==> src/rtl/spi_display_receiver_pkg.sv <==
// Shared definitions for the MAX7219-style display receiver: register addresses,
// FSM state encoding and bit-counter sizing.
package spi_display_receiver_pkg;

    localparam logic [3:0] ADDR_NOOP      = 4'h0;
    localparam logic [3:0] ADDR_DIGIT0    = 4'h1;
    localparam logic [3:0] ADDR_DIGIT1    = 4'h2;
    localparam logic [3:0] ADDR_DIGIT2    = 4'h3;
    localparam logic [3:0] ADDR_DIGIT3    = 4'h4;
    localparam logic [3:0] ADDR_DIGIT4    = 4'h5;
    localparam logic [3:0] ADDR_DIGIT5    = 4'h6;
    localparam logic [3:0] ADDR_DIGIT6    = 4'h7;
    localparam logic [3:0] ADDR_DIGIT7    = 4'h8;
    localparam logic [3:0] ADDR_DECODE    = 4'h9;
    localparam logic [3:0] ADDR_INTENSITY = 4'hA;
    localparam logic [3:0] ADDR_SCANLIM   = 4'hB;
    localparam logic [3:0] ADDR_SHUTDOWN  = 4'hC;
    localparam logic [3:0] ADDR_TEST      = 4'hF;

    localparam int unsigned DIGIT_BITS = 8;
    localparam int unsigned CNT_W      = 5;

    typedef enum logic [1:0] {
        WAIT_HIGH = 2'd0,
        IDLE      = 2'd1,
        SHIFT     = 2'd2,
        LATCH     = 2'd3
    } state_t;

endpackage

==> src/rtl/spi_display_receiver_sync_edge.sv <==
// Multi-flop synchronizer for one asynchronous input followed by an edge-detect flop.
module spi_display_receiver_sync_edge #(
    parameter int unsigned SYNC_STAGES = 2
) (
    input  logic clk,
    input  logic res,
    input  logic din,
    output logic level,
    output logic rise,
    output logic fall
);

    logic [SYNC_STAGES-1:0] chain;
    logic                   prev;

    always_ff @(posedge clk) begin
        if (res) begin
            chain <= '0;
            prev  <= 1'b0;
        end else begin
            chain <= {chain[SYNC_STAGES-2:0], din};
            prev  <= chain[SYNC_STAGES-1];
        end
    end

    assign level = chain[SYNC_STAGES-1];
    assign rise  = level & ~prev;
    assign fall  = ~level & prev;

endmodule

==> src/rtl/spi_display_receiver.sv <==
// SPI slave for 16-bit display command words; decodes them into the display
// register file and reports each accepted or discarded frame with a pulse.
module spi_display_receiver
    import spi_display_receiver_pkg::*;
#(
    parameter int unsigned SYNC_STAGES = 2,
    parameter int unsigned WORD_BITS   = 16
) (
    input  logic                   clk,
    input  logic                   res,
    input  logic                   sck,
    input  logic                   mosi,
    input  logic                   cs,
    output logic [63:0]            digit_regs,
    output logic [7:0]             decode_mode,
    output logic [3:0]             intensity,
    output logic [2:0]             scan_limit,
    output logic                   display_on,
    output logic                   display_test,
    output logic [WORD_BITS-1:0]   frame_word,
    output logic                   frame_valid,
    output logic                   frame_error
);

    localparam logic [CNT_W-1:0] CNT_MAX  = '1;
    localparam logic [CNT_W-1:0] CNT_FULL = CNT_W'(WORD_BITS);

    logic sck_level, sck_rise, sck_fall;
    logic mosi_level, mosi_rise, mosi_fall;
    logic cs_level, cs_rise, cs_fall;

    state_t               state;
    logic [WORD_BITS-1:0] shift_reg;
    logic [CNT_W-1:0]     bit_count;
    logic [3:0]           word_addr;
    logic [7:0]           word_data;
    logic [5:0]           digit_base;
    logic                 unused_edges;

    spi_display_receiver_sync_edge #(.SYNC_STAGES(SYNC_STAGES)) u_sync_sck (
        .clk(clk), .res(res), .din(sck),
        .level(sck_level), .rise(sck_rise), .fall(sck_fall)
    );

    spi_display_receiver_sync_edge #(.SYNC_STAGES(SYNC_STAGES)) u_sync_mosi (
        .clk(clk), .res(res), .din(mosi),
        .level(mosi_level), .rise(mosi_rise), .fall(mosi_fall)
    );

    spi_display_receiver_sync_edge #(.SYNC_STAGES(SYNC_STAGES)) u_sync_cs (
        .clk(clk), .res(res), .din(cs),
        .level(cs_level), .rise(cs_rise), .fall(cs_fall)
    );

    // Only sck rises, mosi level and cs edges/level steer the receiver.
    assign unused_edges = ^{sck_level, sck_fall, mosi_rise, mosi_fall};

    assign word_addr  = shift_reg[11:8];
    assign word_data  = shift_reg[7:0];
    assign digit_base = {3'(word_addr - 4'd1), 3'b000};

    always_ff @(posedge clk) begin
        if (res) begin
            state        <= WAIT_HIGH;
            shift_reg    <= '0;
            bit_count    <= '0;
            digit_regs   <= '0;
            decode_mode  <= '0;
            intensity    <= '0;
            scan_limit   <= '0;
            display_on   <= 1'b0;
            display_test <= 1'b0;
            frame_word   <= '0;
            frame_valid  <= 1'b0;
            frame_error  <= 1'b0;
        end else begin
            frame_valid <= 1'b0;
            frame_error <= 1'b0;
            case (state)
                // A frame already running when reset released is never joined.
                WAIT_HIGH: begin
                    if (cs_level) state <= IDLE;
                end
                IDLE: begin
                    if (cs_fall) begin
                        shift_reg <= '0;
                        bit_count <= '0;
                        state     <= SHIFT;
                    end
                end
                SHIFT: begin
                    if (sck_rise) begin
                        shift_reg <= {shift_reg[WORD_BITS-2:0], mosi_level};
                        if (bit_count != CNT_MAX) bit_count <= bit_count + 1'b1;
                    end
                    if (cs_rise) state <= LATCH;
                end
                LATCH: begin
                    state <= IDLE;
                    // Overlong frames keep the newest word (daisy-chain pass-through).
                    if (bit_count >= CNT_FULL) begin
                        frame_word  <= shift_reg;
                        frame_valid <= 1'b1;
                        case (word_addr)
                            ADDR_DIGIT0, ADDR_DIGIT1, ADDR_DIGIT2, ADDR_DIGIT3,
                            ADDR_DIGIT4, ADDR_DIGIT5, ADDR_DIGIT6, ADDR_DIGIT7:
                                digit_regs[digit_base +: DIGIT_BITS] <= word_data;
                            ADDR_DECODE:    decode_mode  <= word_data;
                            ADDR_INTENSITY: intensity    <= word_data[3:0];
                            ADDR_SCANLIM:   scan_limit   <= word_data[2:0];
                            ADDR_SHUTDOWN:  display_on   <= word_data[0];
                            ADDR_TEST:      display_test <= word_data[0];
                            default: ;
                        endcase
                    end else begin
                        frame_error <= 1'b1;
                    end
                end
                default: state <= WAIT_HIGH;
            endcase
        end
    end

endmodule

==> config.mk <==
export PLATFORM = sky130hd
export DESIGN_NAME = spi_display_receiver
export DESIGN_NICKNAME = d
export VERILOG_FILES = /design/src/rtl/spi_display_receiver_pkg.sv /design/src/rtl/spi_display_receiver_sync_edge.sv /design/src/rtl/spi_display_receiver.sv
export SDC_FILE = /design/constraint.sdc
export NUM_CORES = 1
export LEC_CHECK = 0
export CAP_MARGIN = 20
export CORE_ASPECT_RATIO = 0.75
export CORE_UTILIZATION = 40
export DETAILED_ROUTE_END_ITERATION = 6
export HOLD_SLACK_MARGIN = 0.02
export SKIP_CTS_REPAIR_TIMING = 1
export SLEW_MARGIN = 20
export SYNTH_ARGS = -nofsm -noshare
export SYNTH_HDL_FRONTEND = slang
export SYNTH_SLANG_ARGS = --single-unit
==> constraint.sdc <==
create_clock -name clk -period 5.5 [get_ports clk]
set_input_delay 0.55 -clock clk [delete_from_list [all_inputs] [get_ports clk]]
set_output_delay 0.55 -clock clk [all_outputs]
set_load 0.01 [all_outputs]
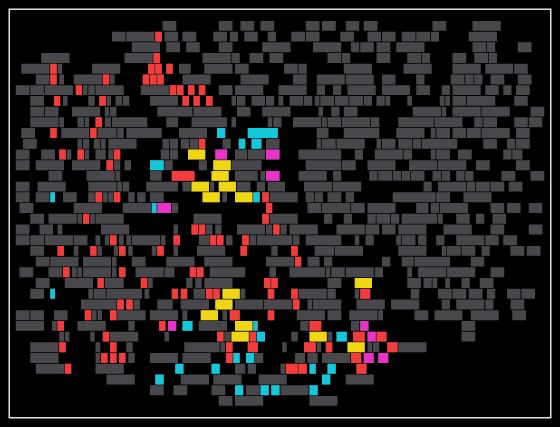
(logic cells by family)
Key: cyan = NOR gates [cells 25, most used nor2b_1]; yellow = adder and majority cells [cells 15, most used ha_1]; magenta = AND and OR gates [cells 9, most used and4b_1]; red = inverting AOI/OAI gates [cells 97, most used a21oi_1]
Commonest Layout Cell: sky130_fd_sc_hd__dfxtp_1
non-filler cells, final: 855
logic share of the area: 0.3679

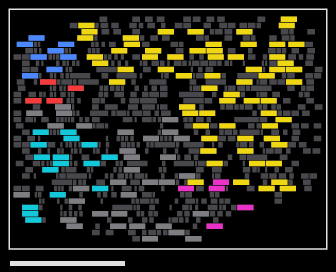
(sequential cells grouped by signal name)
Bar = 50 um. Other sequential cells in the stronger grey, the rest of the logic in the fainter grey.
Key: cyan = frame_word [flops 16]; red = intensity [flops 4]; blue = decode_mode [flops 8, where top left]; yellow = digit_regs [flops 64]; magenta = bit_count [flops 5]
Another 33 sequential cells are not coloured.
utilization after layout: 0.5433
sequential logic power: 0.961 mW
sequential share of cell area: 0.3642

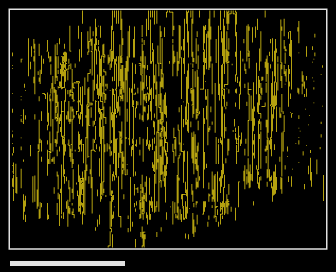
(the metal 2 layer)
Bar = 50 um.
The layer carries 5970 um of wire. 581 nets have wire on it.
Routed Wire Length: 14160 um
routing usage on met2: 0.3034
via count of the routed design: 4425

==> flow_summary.toml <==
# generated from flow reports
[yosys]
ys_dominant_reg_cell = "sky130_fd_sc_hd__dfxtp_1"
chip_area_in_the_yosys_report_mm2 = 0.005474
most_common_cell = "sky130_fd_sc_hd__dfxtp_1"
netlist_instances = 594
ys_sh_mux = 0.1061
ys_top_logic_family = "simple AND/OR/NAND/NOR gates"
synth.avg_cell_area_um2 = 9.215
synth.cell_area_mm2 = 0.005474
async_flop_share = 0
top_cells_by_count = "130 x sky130_fd_sc_hd__dfxtp_1, 78 x sky130_fd_sc_hd__nand2_1, 69 x sky130_fd_sc_hd__nand2b_1, 58 x sky130_fd_sc_hd__mux2i_1, 57 x sky130_fd_sc_hd__a21oi_1"
synthDominantCellAreaShare = 0.4754
synth-simple-area-share = 0.2325
edf_count = 0

[final_layout]
n_antenna_cell = 0
final_cell_mix = "130 x sky130_fd_sc_hd__dfxtp_1, 102 x sky130_fd_sc_hd__clkdlybuf4s50_1, 78 x sky130_fd_sc_hd__nand2_1"
number_of_flip_flops_under_the_largest_register_name = 64
finish.net_count = 691
drive_gt1_frac = 0.06871

[global_routing]
grt_max_degree = 74
grt_overflow = 0
globalRouteTotalUtil = 0.2080
grt_first_pass_wirelength_um = 22330

[sta]
fin_worst_skew_ns = 0.009248
achievable-frequency_mhz = 300.2
final_period_minus_worst_setup_slack_ns = 3.331
timing.slew.headroom = 0.3365
layout_worst_path_cycle_share = 0.6057

[drt]
routed_length_per_placed_instance_um = 16.56
met1_length_um = 7197
post_drt_antenna_nets = 0

[placed_design]
port-buffer-count = 103
dpl.hpwl_um = 9297

[die]
dieArea_mm2 = 0.01416

[power_and_ir_drop]
p_leak_nw = 2.550
fraction_of_power_consumed_by_combinational_cells = 0.090
power.share.switching = 0.2597
pg_comb_mw = 0.210
ir_drop_mv = 0.2502
share_clk_of_total_power = 0.497
power_clock_mw = 1.16

[clock_network]
cts-root-buf = "sky130_fd_sc_hd__clkbuf_16"
cts.sinks = 130
clk_pin_slew_ns = 0.06

[job]
maxCapViolations = 0

[critical_path]
worstSetupEndpointType = "flop"
cp_top_family = "AND-OR/OR-AND gates"
reg2reg_depth = 5

[run_status]
status = "finished clean"
-- through the flow --
| stage | total power, mW | hold slack, ns | cell area [um^2] |
|---|---|---|---|
| after floorplan | 1.126 | 0.4138 | 5474 |
| after detailed placement | 1.189 | 0.4242 | 6531 |
| after global routing | 2.406 | 0.4683 | 7146 |
| after CTS | 2.335 | 0.4390 | 7143 |
| after global placement | 1.178 | 0.4157 | 6531 |
| final | 2.326 | 0.4350 | 7146 |
-- layout make-up --
class | count | area, um^2 | share of cell area
inverter | 10 | 37.54 | 0.005253
multi-input combinational | 406 | 2629 | 0.3679
timing repair buffer | 106 | 1051 | 0.1471
clock inverter | 12 | 145.1 | 0.02031
sequential | 130 | 2603 | 0.3642
clock buffer | 20 | 466.7 | 0.06531
tap | 171 | 214.0 | 0.02994
Power figures rest on the tool's default switching activity, not on a simulated workload.
